port_nets.png
(3 px per um)
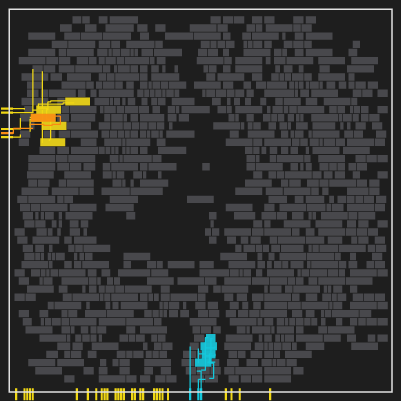
metal_stack.png
(4 px per um) Only two layers are drawn.
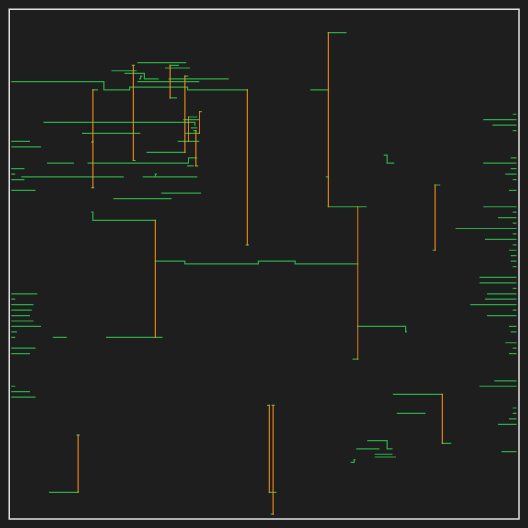
final_clocks.png
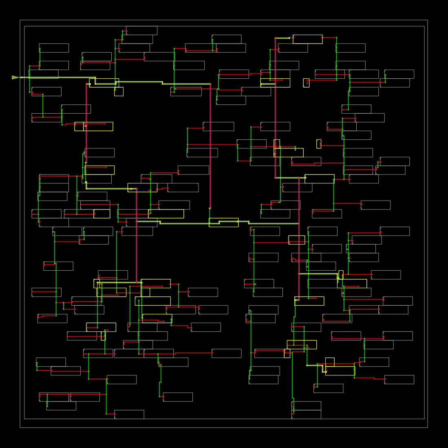
===== config.mk =====
export PLATFORM = sky130hd
export DESIGN_NAME = br_resolve_flat
export DESIGN_NICKNAME = d
export VERILOG_FILES = /design/src/rtl/br_resolve_if.sv /design/src/rtl/br_resolve.sv /design/src/flat_wrapper.sv
export SDC_FILE = /design/constraint.sdc
export NUM_CORES = 1
export LEC_CHECK = 0
export ABC_AREA = 0
export CAP_MARGIN = 10
export CORE_UTILIZATION = 40
export CTS_CLUSTER_DIAMETER = 80
export CTS_CLUSTER_SIZE = 28
export DETAILED_ROUTE_END_ITERATION = 7
export PLACE_DENSITY = 0.68
export SYNTH_ARGS = -nofsm -noshare
export SYNTH_HDL_FRONTEND = slang
export SYNTH_SLANG_ARGS = --single-unit

===== constraint.sdc =====
create_clock -name i_clk -period 1.9 [get_ports i_clk]
set_input_delay 0.285 -clock i_clk [delete_from_list [all_inputs] [get_ports i_clk]]
set_output_delay 0.285 -clock i_clk [all_outputs]
set_load 0.005 [all_outputs]

===== src/rtl/br_resolve_if.sv =====
// Branch-resolve bus: resolving-instruction inputs, fetch lookup PC,
// and the resolve results, counters and prediction returned to the pipeline.
//
// Handshake: there is no backpressure. i_valid qualifies the resolving
// instruction for exactly the cycle it is high; the block always accepts it.
// o_br_un and o_pred_taken are driven every cycle regardless of i_valid.
interface br_resolve_if #(
    parameter int CNT_W = 32
);
    logic             i_valid;
    logic [31:0]      i_pc;
    logic             i_is_br;
    logic             i_is_jmp;
    logic [2:0]       i_funct3;
    logic             i_br_less;
    logic             i_br_equal;
    logic             i_pred_taken;
    logic [31:0]      i_pred_pc;
    logic             o_br_un;
    logic             o_pred_taken;
    logic             o_taken;
    logic             o_mispredict;
    logic             o_illegal;
    logic [CNT_W-1:0] o_br_cnt;
    logic [CNT_W-1:0] o_taken_cnt;
    logic [CNT_W-1:0] o_mispred_cnt;

    // Pipeline side: supplies the instruction, consumes results.
    modport master (
        output i_valid, i_pc, i_is_br, i_is_jmp, i_funct3,
        output i_br_less, i_br_equal, i_pred_taken, i_pred_pc,
        input  o_br_un, o_pred_taken, o_taken, o_mispredict, o_illegal,
        input  o_br_cnt, o_taken_cnt, o_mispred_cnt
    );

    // Resolver side.
    modport slave (
        input  i_valid, i_pc, i_is_br, i_is_jmp, i_funct3,
        input  i_br_less, i_br_equal, i_pred_taken, i_pred_pc,
        output o_br_un, o_pred_taken, o_taken, o_mispredict, o_illegal,
        output o_br_cnt, o_taken_cnt, o_mispred_cnt
    );
endinterface


===== src/rtl/br_resolve.sv =====
// Branch resolver: evaluates branch/jump outcome from comparator flags,
// flags mispredicts and illegal funct3, trains a 2-bit BHT and keeps
// saturating performance counters.
module br_resolve #(
    parameter int BHT_ENTRIES = 16,
    parameter int CNT_W       = 32
) (
    input logic         i_clk,
    input logic         i_rst_n,
    br_resolve_if.slave bus
);
    localparam int IDX_W = $clog2(BHT_ENTRIES);

    logic [1:0]       bht_q [BHT_ENTRIES];
    logic [IDX_W-1:0] upd_idx;
    logic [IDX_W-1:0] look_idx;
    logic [1:0]       ctr_cur;
    logic [1:0]       ctr_d;
    logic             cond;
    logic             legal;
    logic             taken;
    logic             br_upd;
    logic             illegal_ev;
    logic             mispred_ev;
    logic             mispred_q;
    logic             illegal_q;
    logic [CNT_W-1:0] br_cnt_q, br_cnt_d;
    logic [CNT_W-1:0] taken_cnt_q, taken_cnt_d;
    logic [CNT_W-1:0] mispred_cnt_q, mispred_cnt_d;
    logic             lint_unused;

    // Only the word-index bits of the PCs address the BHT.
    assign lint_unused = ^{bus.i_pc[31:IDX_W+2], bus.i_pc[1:0],
                           bus.i_pred_pc[31:IDX_W+2], bus.i_pred_pc[1:0]};

    assign upd_idx  = bus.i_pc[IDX_W+1:2];
    assign look_idx = bus.i_pred_pc[IDX_W+1:2];

    // Branch condition selected by funct3; illegal encodings never take.
    always_comb begin
        cond = 1'b0;
        case (bus.i_funct3)
            3'b000:         cond = bus.i_br_equal;
            3'b001:         cond = ~bus.i_br_equal;
            3'b100, 3'b110: cond = bus.i_br_less;
            3'b101, 3'b111: cond = ~bus.i_br_less;
            default:        cond = 1'b0;
        endcase
    end

    assign legal      = (bus.i_funct3[2:1] != 2'b01);
    assign taken      = bus.i_valid & (bus.i_is_jmp | (bus.i_is_br & cond));
    // A jump flagged as a branch as well is handled purely as a jump.
    assign br_upd     = bus.i_valid & bus.i_is_br & ~bus.i_is_jmp & legal;
    assign illegal_ev = bus.i_valid & bus.i_is_br & ~bus.i_is_jmp & ~legal;
    assign mispred_ev = bus.i_valid & (bus.i_is_br | bus.i_is_jmp) &
                        (taken != bus.i_pred_taken);

    assign bus.o_br_un      = (bus.i_funct3[2:1] == 2'b11);
    assign bus.o_taken      = taken;
    // Lookup reads registered state, so a same-cycle update shows next cycle.
    assign bus.o_pred_taken = bht_q[look_idx][1];
    assign bus.o_mispredict = mispred_q;
    assign bus.o_illegal    = illegal_q;
    assign bus.o_br_cnt     = br_cnt_q;
    assign bus.o_taken_cnt  = taken_cnt_q;
    assign bus.o_mispred_cnt = mispred_cnt_q;

    // Saturating 2-bit counter step for the entry being trained.
    always_comb begin
        ctr_cur = bht_q[upd_idx];
        ctr_d   = ctr_cur;
        if (taken) begin
            if (ctr_cur != 2'b11) ctr_d = ctr_cur + 2'b01;
        end else begin
            if (ctr_cur != 2'b00) ctr_d = ctr_cur - 2'b01;
        end
    end

    // Saturating performance counter next-state.
    always_comb begin
        br_cnt_d      = br_cnt_q;
        taken_cnt_d   = taken_cnt_q;
        mispred_cnt_d = mispred_cnt_q;
        if (br_upd && (br_cnt_q != '1))
            br_cnt_d = br_cnt_q + CNT_W'(1);
        if (br_upd && taken && (taken_cnt_q != '1))
            taken_cnt_d = taken_cnt_q + CNT_W'(1);
        if (mispred_ev && (mispred_cnt_q != '1))
            mispred_cnt_d = mispred_cnt_q + CNT_W'(1);
    end

    // BHT storage: reset to weak not-taken, trained by legal branches only.
    always_ff @(posedge i_clk or negedge i_rst_n) begin
        if (!i_rst_n) begin
            for (int i = 0; i < BHT_ENTRIES; i++) bht_q[i] <= 2'b01;
        end else if (br_upd) begin
            bht_q[upd_idx] <= ctr_d;
        end
    end

    // Event pulses and counters, one cycle behind the resolving instruction.
    always_ff @(posedge i_clk or negedge i_rst_n) begin
        if (!i_rst_n) begin
            mispred_q     <= 1'b0;
            illegal_q     <= 1'b0;
            br_cnt_q      <= '0;
            taken_cnt_q   <= '0;
            mispred_cnt_q <= '0;
        end else begin
            mispred_q     <= mispred_ev;
            illegal_q     <= illegal_ev;
            br_cnt_q      <= br_cnt_d;
            taken_cnt_q   <= taken_cnt_d;
            mispred_cnt_q <= mispred_cnt_d;
        end
    end
endmodule


===== src/flat_wrapper.sv =====
// flat-port wrapper written by rule: the top's interface ports become plain ports
module br_resolve_flat 
#(
    parameter int BHT_ENTRIES = 16,
    parameter int CNT_W       = 32
)
  (i_clk, i_rst_n, bus_i_valid, bus_i_pc, bus_i_is_br, bus_i_is_jmp, bus_i_funct3, bus_i_br_less, bus_i_br_equal, bus_i_pred_taken, bus_i_pred_pc, bus_o_br_un, bus_o_pred_taken, bus_o_taken, bus_o_mispredict, bus_o_illegal, bus_o_br_cnt, bus_o_taken_cnt, bus_o_mispred_cnt);
  br_resolve_if #(.CNT_W(CNT_W)) bus_i ();
  input logic i_clk;
  input logic i_rst_n;
  input wire logic [$bits(bus_i.i_valid)-1:0] bus_i_valid;
  input wire logic [$bits(bus_i.i_pc)-1:0] bus_i_pc;
  input wire logic [$bits(bus_i.i_is_br)-1:0] bus_i_is_br;
  input wire logic [$bits(bus_i.i_is_jmp)-1:0] bus_i_is_jmp;
  input wire logic [$bits(bus_i.i_funct3)-1:0] bus_i_funct3;
  input wire logic [$bits(bus_i.i_br_less)-1:0] bus_i_br_less;
  input wire logic [$bits(bus_i.i_br_equal)-1:0] bus_i_br_equal;
  input wire logic [$bits(bus_i.i_pred_taken)-1:0] bus_i_pred_taken;
  input wire logic [$bits(bus_i.i_pred_pc)-1:0] bus_i_pred_pc;
  output wire logic [$bits(bus_i.o_br_un)-1:0] bus_o_br_un;
  output wire logic [$bits(bus_i.o_pred_taken)-1:0] bus_o_pred_taken;
  output wire logic [$bits(bus_i.o_taken)-1:0] bus_o_taken;
  output wire logic [$bits(bus_i.o_mispredict)-1:0] bus_o_mispredict;
  output wire logic [$bits(bus_i.o_illegal)-1:0] bus_o_illegal;
  output wire logic [$bits(bus_i.o_br_cnt)-1:0] bus_o_br_cnt;
  output wire logic [$bits(bus_i.o_taken_cnt)-1:0] bus_o_taken_cnt;
  output wire logic [$bits(bus_i.o_mispred_cnt)-1:0] bus_o_mispred_cnt;
  assign bus_i.i_valid = bus_i_valid;
  assign bus_i.i_pc = bus_i_pc;
  assign bus_i.i_is_br = bus_i_is_br;
  assign bus_i.i_is_jmp = bus_i_is_jmp;
  assign bus_i.i_funct3 = bus_i_funct3;
  assign bus_i.i_br_less = bus_i_br_less;
  assign bus_i.i_br_equal = bus_i_br_equal;
  assign bus_i.i_pred_taken = bus_i_pred_taken;
  assign bus_i.i_pred_pc = bus_i_pred_pc;
  assign bus_o_br_un = bus_i.o_br_un;
  assign bus_o_pred_taken = bus_i.o_pred_taken;
  assign bus_o_taken = bus_i.o_taken;
  assign bus_o_mispredict = bus_i.o_mispredict;
  assign bus_o_illegal = bus_i.o_illegal;
  assign bus_o_br_cnt = bus_i.o_br_cnt;
  assign bus_o_taken_cnt = bus_i.o_taken_cnt;
  assign bus_o_mispred_cnt = bus_i.o_mispred_cnt;
  br_resolve #(.BHT_ENTRIES(BHT_ENTRIES), .CNT_W(CNT_W)) u_core (.i_clk(i_clk), .i_rst_n(i_rst_n), .bus(bus_i));
endmodule

==> results.tsv <==
metric	value	unit
Achievable Freq	455	MHz
DP Worst Slack	-0.771	ns
transition time of the tightest slew-check pin	0.426	ns
number of global-route vias before repair	5505	
Init Core Util	0.410	
Area leader share	0.456	
first-pass GRT wire length	26.9	mm
total power	7560	uW
Leakage	0.00447	uW
synthesized instance count	560	
final setup margin	-0.298	ns
Filler cells	1110	
Gate Area	3430	sq um
Pwr Density	748	nW/um^2
CP required	1.62	ns
Finish-stage setup viols	33	
failing checks	setup timing	
Setup Crit Path Kind	flop to output port	
most frequent cells in the layout	buf_4 (132), dfrtp_1 (114), clkdlybuf4s50_1 (107), xnor2_1 (69), nand2_1 (59)	
Via-to-Cell Ratio	5.18	
status	finished with violations	
design area	10100	sq um
Die Width	127	um
largest net degree at the start of global routing	55	
Post-synth seq share	0.523	
Ports	176	
Synth Flop Type	dfrtp_1	
area grow syn2layout	61.6	%
initial antenna violation count	0	
Routed Antenna Nets	0	
Clock transition at path regs	0.05	ns
Back to the opening pictures, port_nets.png:
| port | colour | bits | direction | edge | end cells | buffers | wire |
|---|---|---|---|---|---|---|---|
| `bus_o_pred_taken` | orange | 1 | output | left | 1 | 1 | 24.8 um |
| `bus_i_pred_pc` | yellow | 32 | input | 28 bottom, 4 left | 5 | 4 | 107 um |
| `bus_i_funct3` | cyan | 3 | input | bottom | 6 | 4 | 78.5 um |

Back to the opening pictures, metal_stack.png:
| layer | colour | wire length |
|---|---|---|
| met4 | orange | 337 um |
| met3 | green | 732 um |

Back to the opening pictures, final_clocks.png:
TritonCTS buffer count: 17
Worst-Skew Late Latency: 0.41 ns

[Yosys cell counts, types with 3 or more instances]
| cell | number |
|---|---|
| nor3b_1 | 3 |
| nor3_1 | 14 |
| buf_2 | 4 |
| clkbuf_1 | 7 |
| and3_1 | 15 |
| nor4_1 | 6 |
| nand3_1 | 41 |
| or3_1 | 4 |
| and4_1 | 7 |
| xnor2_1 | 73 |
| nand2_1 | 63 |
| nor2_1 | 30 |
| dfrtp_1 | 114 |
| and2_1 | 11 |
| o21ai_0 | 14 |
| ha_1 | 3 |
| inv_1 | 9 |
| nor2b_1 | 4 |
| dfstp_2 | 16 |
| mux2_2 | 20 |
| nand4_1 | 37 |
| mux4_2 | 13 |
| xor2_1 | 22 |
| buf_6 | 3 |
| nand2b_1 | 7 |
[power by group]
group / internal, uW / switching [uW] / total [uW]
Clock: 1990 / 1180 / 3170
Sequential: 2960 / 206 / 3160
Combinational: 730 / 496 / 1230
Total: 5680 / 1890 / 7560
[final timing paths]
check                                 start                            to  slack [ns]  cells past startpoint
min reg2reg                u_core.bht_q[30]              u_core.bht_q[30]        0.47                      2
max reg2reg                 u_core.bht_q[1]              u_core.bht_q[31]       -0.25                      6
max in group asynchronous           i_rst_n              u_core.bht_q[14]        0.87                      3
min                                 i_rst_n  u_core.bus.o_mispred_cnt[10]        0.35                      2
max                        u_core.bht_q[11]              bus_o_pred_taken       -0.30                      3
min in group i_clk             bus_i_is_jmp          u_core.bus.o_illegal        0.39                      4
[cell type report]
type                    instances  area share
flip-flops and latches        130       0.324
repair buffers                277       0.251
well taps                     211      0.0261
clock inverters                10      0.0109
multi-input cells             408       0.339
inverters                       9     0.00334
clock buffers                  22      0.0459
[worst max-delay path, stage by stage (launching register included)]
cell and delay (ns):
dfrtp_1 0.40, mux4_2 0.48, mux4_2 0.48, buf_2 0.14
[repair_timing]
item,in CTS,in global routing
resized,69,86
pin swaps,18,49
gates cloned,3,1
hold buffers,1,0
setup endpoints to repair,57,115
hold endpoints to repair,28,0
setup buffers,11,17
[routing by layer]
metal	track usage	vias to the layer above	part of all wire
met5	0	-	0
met4	0.0833	0	0.020
met3	0.0410	38	0.043
met2	0.367	155	0.51
met1	0.264	2769	0.42
li1	-	2562	-
[cell families after synthesis]
kind of cell               synth area share
muxes                                0.0860
buffers and inverters                0.0182
DFF                                   0.523
AOI/OAI and AO/OA                    0.0250
and+or+nand+nor                       0.207
xor gates and xnor gates              0.133
adders and majority gates           0.00780
[registers in the layout, summed over array words and instances (netlist names)]
signal and flops:
u_core.bus.o_illegal 1, u_core.bus.o_taken_cnt 32, u_core.bus.o_mispred_cnt 32, u_core.bus.o_br_cnt 32
u_core.bus.o_mispredict 1, u_core.bht_q 32
[metrics by stage]
stage | hold WS (ns) | std cells
finish | 0.353 | 1067
detailed placement | 0.254 | 1003
CTS | 0.356 | 1050
floorplan | -0.0106 | 560
global route | 0.379 | 1067
global placement | 0.244 | 1003
No activity file was given, so power comes from the tool's default toggle rates.
